`config.mk`:
```
export PLATFORM = sky130hd
export DESIGN_NAME = tag_lookup_sequencer_flat
export DESIGN_NICKNAME = d
export VERILOG_FILES = /design/src/rtl/tag_lookup_sequencer_pkg.sv /design/src/rtl/tag_lookup_sequencer_if.sv /design/src/rtl/bitwise_comparator.sv /design/src/rtl/tag_lookup_sequencer.sv /design/src/flat_wrapper.sv
export SDC_FILE = /design/constraint.sdc
export NUM_CORES = 1
export LEC_CHECK = 0
export ABC_CLOCK_PERIOD_IN_PS = 4510
export CAP_MARGIN = 25
export CORE_UTILIZATION = 50
export DETAILED_ROUTE_END_ITERATION = 16
export GPL_TIMING_DRIVEN = 0
export PLACE_DENSITY_LB_ADDON = 0.05
export RECOVER_POWER = 25
export SETUP_SLACK_MARGIN = 0.2
export SLEW_MARGIN = 20
export SYNTH_ARGS = -nofsm -noshare
export SYNTH_HDL_FRONTEND = slang
export SYNTH_SLANG_ARGS = --single-unit
```
`constraint.sdc`:
```
create_clock -name clk -period 4.51 [get_ports clk]
set_input_delay 0.6765 -clock clk [delete_from_list [all_inputs] [get_ports clk]]
set_output_delay 0.6765 -clock clk [all_outputs]
set_load 0.1 [all_outputs]
```
`src/rtl/tag_lookup_sequencer_pkg.sv`:
```
// ---------------------------------------------------------------------------
// tag_lookup_sequencer_pkg
// Shared definitions for the tag lookup sequencer: FSM state encoding and
// default sizing of tag, associativity and statistic counters.
// No ports (package).
// ---------------------------------------------------------------------------
package tag_lookup_sequencer_pkg;

   localparam int DEF_TAG_W = 8;
   localparam int DEF_WAYS  = 4;
   localparam int DEF_WAY_W = 2;
   localparam int DEF_CNT_W = 16;

   typedef enum logic [1:0] {
      IDLE = 2'd0,
      RD   = 2'd1,
      CMP  = 2'd2,
      RESP = 2'd3
   } state_t;

endpackage

```
`src/rtl/tag_lookup_sequencer_if.sv`:
```
// ---------------------------------------------------------------------------
// tag_lookup_sequencer_if
// Bundles the request, response and tag-array read signals of the lookup
// sequencer.
//   slave  : the sequencer itself (takes requests, reads the tag array,
//            produces responses)
//   master : the surrounding system (cache front end plus tag array)
// Signals:
//   req_valid/req_ready/req_tag        lookup request handshake
//   tag_rd_en/tag_rd_way               tag array read strobe and way index
//   tag_rd_data/tag_rd_vld             stored tag and line valid, 1 cycle later
//   rsp_valid/rsp_ready/rsp_hit/rsp_way lookup result handshake
// ---------------------------------------------------------------------------
interface tag_lookup_sequencer_if
   import tag_lookup_sequencer_pkg::*;
#(
   parameter int TAG_W = DEF_TAG_W,
   parameter int WAY_W = DEF_WAY_W
) ();

   logic             req_valid;
   logic             req_ready;
   logic [TAG_W-1:0] req_tag;
   logic             tag_rd_en;
   logic [WAY_W-1:0] tag_rd_way;
   logic [TAG_W-1:0] tag_rd_data;
   logic             tag_rd_vld;
   logic             rsp_valid;
   logic             rsp_ready;
   logic             rsp_hit;
   logic [WAY_W-1:0] rsp_way;

   modport slave (
      input  req_valid, req_tag, tag_rd_data, tag_rd_vld, rsp_ready,
      output req_ready, tag_rd_en, tag_rd_way, rsp_valid, rsp_hit, rsp_way
   );

   modport master (
      output req_valid, req_tag, tag_rd_data, tag_rd_vld, rsp_ready,
      input  req_ready, tag_rd_en, tag_rd_way, rsp_valid, rsp_hit, rsp_way
   );

endinterface

```
`src/rtl/bitwise_comparator.sv`:
```
// ---------------------------------------------------------------------------
// bitwise_comparator
// Combinational equality of two WIDTH-bit words.
// Ports:
//   in_0, in_1 : operands
//   eq         : 1 when every bit of in_0 equals the corresponding bit of in_1
// ---------------------------------------------------------------------------
module bitwise_comparator #(
   parameter int WIDTH = 8
) (
   input  logic [WIDTH-1:0] in_0,
   input  logic [WIDTH-1:0] in_1,
   output logic             eq
);

   assign eq = ~|(in_0 ^ in_1);

endmodule

```
`src/rtl/tag_lookup_sequencer.sv`:
```
// ---------------------------------------------------------------------------
// tag_lookup_sequencer
// Resolves one cache lookup at a time by walking the ways of a set in
// ascending order through a single shared tag comparator. Each way costs a
// read cycle (RD) and a compare cycle (CMP); the first valid matching way
// wins. Saturating hit/miss statistics count completed responses.
// Ports:
//   clk       : clock, rising edge
//   rst_n     : asynchronous active-low reset
//   bus       : request / tag-array read / response signals (slave side)
//   stat_clr  : synchronous clear of both statistic counters
//   hit_cnt   : saturating count of hit responses
//   miss_cnt  : saturating count of miss responses
// ---------------------------------------------------------------------------
module tag_lookup_sequencer
   import tag_lookup_sequencer_pkg::*;
#(
   parameter int TAG_W = DEF_TAG_W,
   parameter int WAYS  = DEF_WAYS,
   parameter int WAY_W = DEF_WAY_W,
   parameter int CNT_W = DEF_CNT_W
) (
   input  logic                    clk,
   input  logic                    rst_n,
   tag_lookup_sequencer_if.slave   bus,
   input  logic                    stat_clr,
   output logic [CNT_W-1:0]        hit_cnt,
   output logic [CNT_W-1:0]        miss_cnt
);

   state_t           state_q, state_d;
   logic [WAY_W-1:0] way_q;
   logic [TAG_W-1:0] tag_q;
   logic             hit_q;
   logic [WAY_W-1:0] hit_way_q;

   logic             req_ready;
   logic             tag_rd_en;
   logic             rsp_valid;
   logic             ld_req;
   logic             step_way;
   logic             ld_rsp;
   logic             eq;
   logic             match;
   logic             last_way;
   logic             rsp_hs;

   function automatic logic [CNT_W-1:0] sat_inc(input logic [CNT_W-1:0] v);
      return (&v) ? v : v + CNT_W'(1);
   endfunction

   bitwise_comparator #(
      .WIDTH (TAG_W)
   ) u_cmp (
      .in_0 (tag_q),
      .in_1 (bus.tag_rd_data),
      .eq   (eq)
   );

   // An equal tag on an invalid line is not a hit.
   assign match    = eq & bus.tag_rd_vld;
   // Miss is decided on the last way before any increment, so way_q never wraps.
   assign last_way = (way_q == WAY_W'(WAYS - 1));
   assign rsp_hs   = rsp_valid & bus.rsp_ready;

   always_ff @(posedge clk or negedge rst_n) begin
      if (!rst_n) state_q <= IDLE;
      else        state_q <= state_d;
   end

   always_comb begin
      state_d   = state_q;
      req_ready = 1'b0;
      tag_rd_en = 1'b0;
      rsp_valid = 1'b0;
      ld_req    = 1'b0;
      step_way  = 1'b0;
      ld_rsp    = 1'b0;
      case (state_q)
         IDLE: begin
            req_ready = 1'b1;
            if (bus.req_valid) begin
               ld_req  = 1'b1;
               state_d = RD;
            end
         end
         RD: begin
            tag_rd_en = 1'b1;
            state_d   = CMP;
         end
         CMP: begin
            if (match || last_way) begin
               ld_rsp  = 1'b1;
               state_d = RESP;
            end else begin
               step_way = 1'b1;
               state_d  = RD;
            end
         end
         RESP: begin
            rsp_valid = 1'b1;
            if (bus.rsp_ready) state_d = IDLE;
         end
         default: state_d = IDLE;
      endcase
   end

   // Request tag is pure data: loaded on acceptance, never reset.
   always_ff @(posedge clk) begin
      if (ld_req) tag_q <= bus.req_tag;
   end

   // way_q doubles as tag_rd_way, so the read way holds between strobes.
   always_ff @(posedge clk or negedge rst_n) begin
      if (!rst_n) begin
         way_q     <= '0;
         hit_q     <= 1'b0;
         hit_way_q <= '0;
      end else begin
         if (ld_req)        way_q <= '0;
         else if (step_way) way_q <= way_q + WAY_W'(1);
         if (ld_rsp) begin
            hit_q     <= match;
            hit_way_q <= match ? way_q : '0;
         end
      end
   end

   // Clear wins over a same-cycle increment.
   always_ff @(posedge clk or negedge rst_n) begin
      if (!rst_n) begin
         hit_cnt  <= '0;
         miss_cnt <= '0;
      end else if (stat_clr) begin
         hit_cnt  <= '0;
         miss_cnt <= '0;
      end else if (rsp_hs) begin
         if (hit_q) hit_cnt  <= sat_inc(hit_cnt);
         else       miss_cnt <= sat_inc(miss_cnt);
      end
   end

   assign bus.req_ready  = req_ready;
   assign bus.tag_rd_en  = tag_rd_en;
   assign bus.tag_rd_way = way_q;
   assign bus.rsp_valid  = rsp_valid;
   assign bus.rsp_hit    = hit_q;
   assign bus.rsp_way    = hit_way_q;

endmodule

```
`src/flat_wrapper.sv`:
```
// flat-port wrapper written by rule: the top's interface ports become plain ports
module tag_lookup_sequencer_flat import tag_lookup_sequencer_pkg::*;
#(
   parameter int TAG_W = DEF_TAG_W,
   parameter int WAYS  = DEF_WAYS,
   parameter int WAY_W = DEF_WAY_W,
   parameter int CNT_W = DEF_CNT_W
)
  (clk, rst_n, stat_clr, hit_cnt, miss_cnt, bus_req_valid, bus_req_tag, bus_tag_rd_data, bus_tag_rd_vld, bus_rsp_ready, bus_req_ready, bus_tag_rd_en, bus_tag_rd_way, bus_rsp_valid, bus_rsp_hit, bus_rsp_way);
  tag_lookup_sequencer_if #(.TAG_W(TAG_W), .WAY_W(WAY_W)) bus_i ();
  input  logic clk;
  input  logic rst_n;
  input  logic stat_clr;
  output logic [CNT_W-1:0] hit_cnt;
  output logic [CNT_W-1:0] miss_cnt;
  input wire logic [$bits(bus_i.req_valid)-1:0] bus_req_valid;
  input wire logic [$bits(bus_i.req_tag)-1:0] bus_req_tag;
  input wire logic [$bits(bus_i.tag_rd_data)-1:0] bus_tag_rd_data;
  input wire logic [$bits(bus_i.tag_rd_vld)-1:0] bus_tag_rd_vld;
  input wire logic [$bits(bus_i.rsp_ready)-1:0] bus_rsp_ready;
  output wire logic [$bits(bus_i.req_ready)-1:0] bus_req_ready;
  output wire logic [$bits(bus_i.tag_rd_en)-1:0] bus_tag_rd_en;
  output wire logic [$bits(bus_i.tag_rd_way)-1:0] bus_tag_rd_way;
  output wire logic [$bits(bus_i.rsp_valid)-1:0] bus_rsp_valid;
  output wire logic [$bits(bus_i.rsp_hit)-1:0] bus_rsp_hit;
  output wire logic [$bits(bus_i.rsp_way)-1:0] bus_rsp_way;
  assign bus_i.req_valid = bus_req_valid;
  assign bus_i.req_tag = bus_req_tag;
  assign bus_i.tag_rd_data = bus_tag_rd_data;
  assign bus_i.tag_rd_vld = bus_tag_rd_vld;
  assign bus_i.rsp_ready = bus_rsp_ready;
  assign bus_req_ready = bus_i.req_ready;
  assign bus_tag_rd_en = bus_i.tag_rd_en;
  assign bus_tag_rd_way = bus_i.tag_rd_way;
  assign bus_rsp_valid = bus_i.rsp_valid;
  assign bus_rsp_hit = bus_i.rsp_hit;
  assign bus_rsp_way = bus_i.rsp_way;
  tag_lookup_sequencer #(.TAG_W(TAG_W), .WAYS(WAYS), .WAY_W(WAY_W), .CNT_W(CNT_W)) u_core (.clk(clk), .rst_n(rst_n), .bus(bus_i), .stat_clr(stat_clr), .hit_cnt(hit_cnt), .miss_cnt(miss_cnt));
endmodule
```
Figure 1. Sequential cells colored by netlist name (run 1).
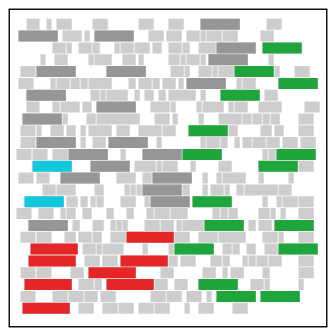
signal	color	placed flops
`u_core.hit_cnt`	green	16
`u_core.bus.rsp_way`	cyan	2
`u_core.tag_q`	red	8
not colored	21
area occupied by registers: 1220 um2
Final Util: 0.686

Figure 2. Clock wiring as the flow saved it (run 1).
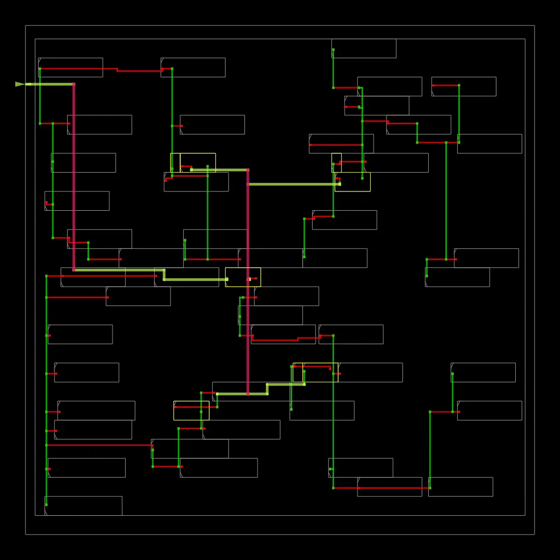
skew final: 0.00421 ns
cts bufs inserted: 5

==> results.toml, run 1 <==
# yosys + openroad results
[critical_path]
path_max_fanout = 8
crit_family = "buffers and inverters"
cp_cell_sequence = "inv_1 > nor2_1 > clkdlybuf4s50_1"
end_kind = "primary output"
cpPeakStageDelay_ns = 1.15
reg2reg_setup_slack_ns = 2.36

[final_layout]
nNonClkBuffers = 69
n_all_inverters = 6
comb_area_um2 = 1230
layout.cells.non_filler = 369
fill_cells = 407
final_cell_area_um2 = 3260
layout-drive-gt1-share = 0.0894
layout.nonclk_buf_frac = 0.194

[floorplanning]
rows = 25
die_w_um = 72.6
io_pins = 62

[clocking]
clk_pin_slew_ns = 0.08
cts_num_sinks = 47
cts_root_buffer = "clkbuf_8"
hold_buffers = 0

[logic_synthesis]
syn_area_per_cell_um2 = 10.7
ys_sh_xor = 0.123
ys_dominant_reg_cell = "dfrtp_1"
top_logic_kind = "simple AND/OR/NAND/NOR gates"
ys_warn_count = 0
async_reset_ff_frac = 0.830
ys_sh_simple = 0.225
adder_share = 0.0150
edf_count = 8

[final_timing]
tightest_slew_ns = 1.36
whs_ns = 0.421
setup_tns_ns = 0
slew_viol_final = 0
rsz0062_at_grt = "false"

[grt]
first_global_vias = 1894
grt_max_degree = 26
grt.overflow.total = 0
grt_first_pass_wirelength_um = 8720

[status]
status = "complete, no violations"

[place]
port_buffers = 60
routabilityCongestion = 0.834

[routing]
route.detailed.drc = 0
Figure 3. Clock distribution (run 1).
Scale bar: 20 um.
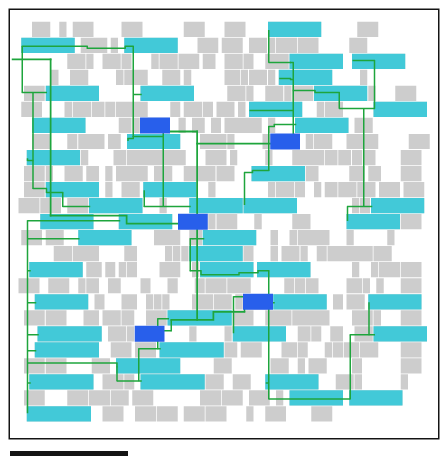
[clock drivers] blue | count: 5
[flip-flops] cyan | count: 47
[clock wires] green | length: 546 um
routed clock nets	6
flops lie	widely spread
clk_lat worst skew: 0.29 ns
P_clk: 0.000238 W
Clk network pwr share: 0.199

## run 1: Yosys cell counts, types with 5 or more instances
cell,n,area share
nand3_1,8,0.016
nand2_1,17,0.026
nor4_1,5,0.013
nor2_1,33,0.050
xnor2_1,34,0.12
nand4_1,9,0.023
edfxtp_1,8,0.096
a21oi_1,7,0.014
dfrtp_1,39,0.39
a2111oi_2,5,0.030
inv_1,6,0.0090
## run 1: flip-flops by register name, indices dropped and copies added (netlist names)
register,flops
u_core.hit_cnt,16
u_core.miss_cnt,16
u_core.tag_q,8
u_core.bus.rsp_way,2
u_core.bus.tag_rd_way,2
u_core.state_q,2
u_core.bus.rsp_hit,1
## run 1: worst max path at each step
stage | to | slack [ns] | cells after the start | start
2_1_floorplan | u_core.miss_cnt[6] | 2.01 | 6 | u_core.miss_cnt[0]
3_3_place_gp | u_core.miss_cnt[9] | 1.80 | 1 | rst_n
3_5_place_dp | u_core.bus.rsp_way[1] | 1.91 | 6 | bus_tag_rd_data[0]
4_1_cts | bus_tag_rd_en | 1.67 | 3 | u_core.state_q[0]
5_1_grt | bus_tag_rd_en | 1.58 | 3 | u_core.state_q[0]
6_report | bus_tag_rd_en | 1.68 | 3 | u_core.state_q[0]
## run 1: power by group
| part | switching (W) | internal, W | total, W |
|---|---|---|---|
| combinational | 0.000332 | 0.000118 | 0.000450 |
| sequential | 0.0000374 | 0.000471 | 0.000508 |
| clock | 0.000132 | 0.000106 | 0.000238 |
| total | 0.000501 | 0.000694 | 0.00120 |
## run 1: per-layer routing
layer	part of all wire	wire (um)	GRT usage
met2	0.50	2610	0.376
met4	0.011	58	0.0632
met3	0.032	168	0.0387
met5	0	0	0
met1	0.45	2340	0.270
==> run 2, diff against run 1 <==
- ABC_CLOCK_PERIOD_IN_PS: 4510 -> 2600
- CORE_UTILIZATION: 50 -> 44
- clock period: 4.51 -> 2.6 ns (I/O delays scaled with it)
Figure 4. Pin map (run 2).
Pins as bars across the die edge, other pins in gray.
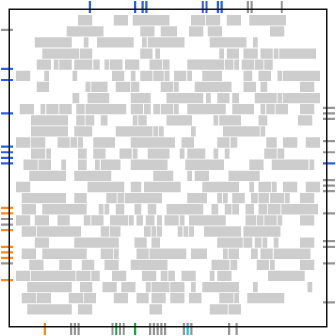
port	color	pins	direction	edge
`bus_tag_rd_way`	green	2	output	south
`bus_req_tag`	orange	8	input	7 west, 1 south
`bus_req_ready`	cyan	1	output	south
`miss_cnt`	blue	16	output	8 north, 7 west, 1 east
Die Span Y: 77.3 um
width of the die: 77.3 um
port bufs: 60

==> run 2 against run 1 <==
Net effect:
- cell count up 1.4%
- sequential share of layout area down 0.31 points
- via count down 1.8%
- wire length down 0.95%
- final area up 1.0%
- register-to-register slack worse by 1.9 ns
- total power up 81%
- first-iteration DRC count up 1.5%
- largest cell class unchanged
- global-route usage down 3.0 points
- synthesized cell count unchanged
- synthesized area unchanged
- critical path type unchanged
- non-clock buffer count unchanged
==> results.toml, run 2 <==
# yosys + openroad results
[final_layout]
utilization = 0.602
fill_cells = 504
final_cell_area_um2 = 3300
largest_registers = "u_core.hit_cnt x16, u_core.miss_cnt x16, u_core.tag_q x8"
layout.cells.non_filler = 374
layout-drive-gt1-share = 0.0993

[grt]
grt_first_pass_wirelength_um = 8830
grt_max_degree = 21
grt.overflow.total = 0
first_global_vias = 1869

[clocking]
cts_num_sinks = 47
insertion_delay_ns = 0.30
cts_buffers = 5
clk_pin_slew_ns = 0.09
cts_root_buffer = "clkbuf_8"

[power_and_ir_drop]
combPwrFrac = 0.348
power_leader = "registers"
p_clk_frac = 0.245
seq_power_share = 0.407
switching_power_w = 0.000878
internal-power_w = 0.00129
seq_power_w = 0.000882
p_sw_frac = 0.405
powerComb_w = 0.000754
pg_clk_w = 0.000531

[logic_synthesis]
ys_warn_count = 0
adder_share = 0.0150
synthDominantCellAreaShare = 0.391
top_logic_kind = "simple AND/OR/NAND/NOR gates"
top_cell = "dfrtp_1"
async_reset_ff_frac = 0.830
ys_sh_simple = 0.225
edf_count = 8
syn_area_per_cell_um2 = 10.7
synth_area_leader_cell = "dfrtp_1"
ys_dominant_reg_cell = "dfrtp_1"

[status]
status = "complete, no violations"

[final_timing]
finalClockSkew_ns = 0.00716
tightest_slew_ns = 1.08
whs_ns = 0.261
rsz0062_at_grt = "false"
setup_tns_ns = 0

[floorplanning]
die_area_um2 = 5980

[critical_path]
end_kind = "primary output"
cpPeakStageDelay_ns = 1.18
cp_cell_sequence = "clkdlybuf4s50_1"
path_max_fanout = 7
crit_family = "buffers and inverters"

[routing]
route.detailed.drc = 0

[place]
routabilityCongestion = 0.777
[run 2: cell counts after synthesis]
No cell type changed its count.
[run 2: cell families (layout without fill, tap and decap cells)]
family | after synthesis | in the layout
AND/OR/NAND/NOR | 99 | 99
XOR/XNOR | 35 | 35
buffers and inverters | 14 | 83
adder cells (fa/ha/maj) | 3 | 3
AND-OR/OR-AND | 33 | 33
multiplexers | 2 | 2
flip-flops | 47 | 47
[run 2: metal layers]
metal / GRT usage / vias up / share of wire
met3: 0.0369 / 4 / 0.034
met1: 0.237 / 917 / 0.47
met4: 0.0509 / 0 / 0.010
li1: - / 977 / -
met2: 0.313 / 40 / 0.49
met5: 0 / - / 0
[run 2: final timing paths]
path                                       start                    end  slack [ns]  cells past startpoint
max                            u_core.hit_cnt[8]             hit_cnt[8]        0.25                      1
min in group clk                        stat_clr      u_core.hit_cnt[2]        0.43                      2
min                                        rst_n     u_core.hit_cnt[15]        0.26                      1
max in group asynchronous                  rst_n     u_core.miss_cnt[1]        0.78                      2
min reg2reg                u_core.bus.rsp_way[1]  u_core.bus.rsp_way[1]        0.52                      1
max reg2reg                   u_core.miss_cnt[0]    u_core.miss_cnt[12]        0.47                      6
[run 2: cell type report]
cell class / count / area (um2) / area share
Buffer: 8 / 33.8 / 0.0103
Multi-Input combinational cell: 172 / 1230 / 0.372
Tap cell: 72 / 90.1 / 0.0273
Sequential cell: 47 / 1220 / 0.370
Clock inverter: 1 / 30.0 / 0.00911
Inverter: 6 / 22.5 / 0.00683
Timing Repair Buffer: 61 / 597 / 0.181
Clock buffer: 7 / 76.3 / 0.0232
[run 2: what timing repair did]
item | 4_1_cts | 5_1_grt
resized | 3 | 1
hold buffers | 0 | 0
setup endpoints to repair | 3 | 1
No activity file was given, so power comes from the tool's default toggle rates.
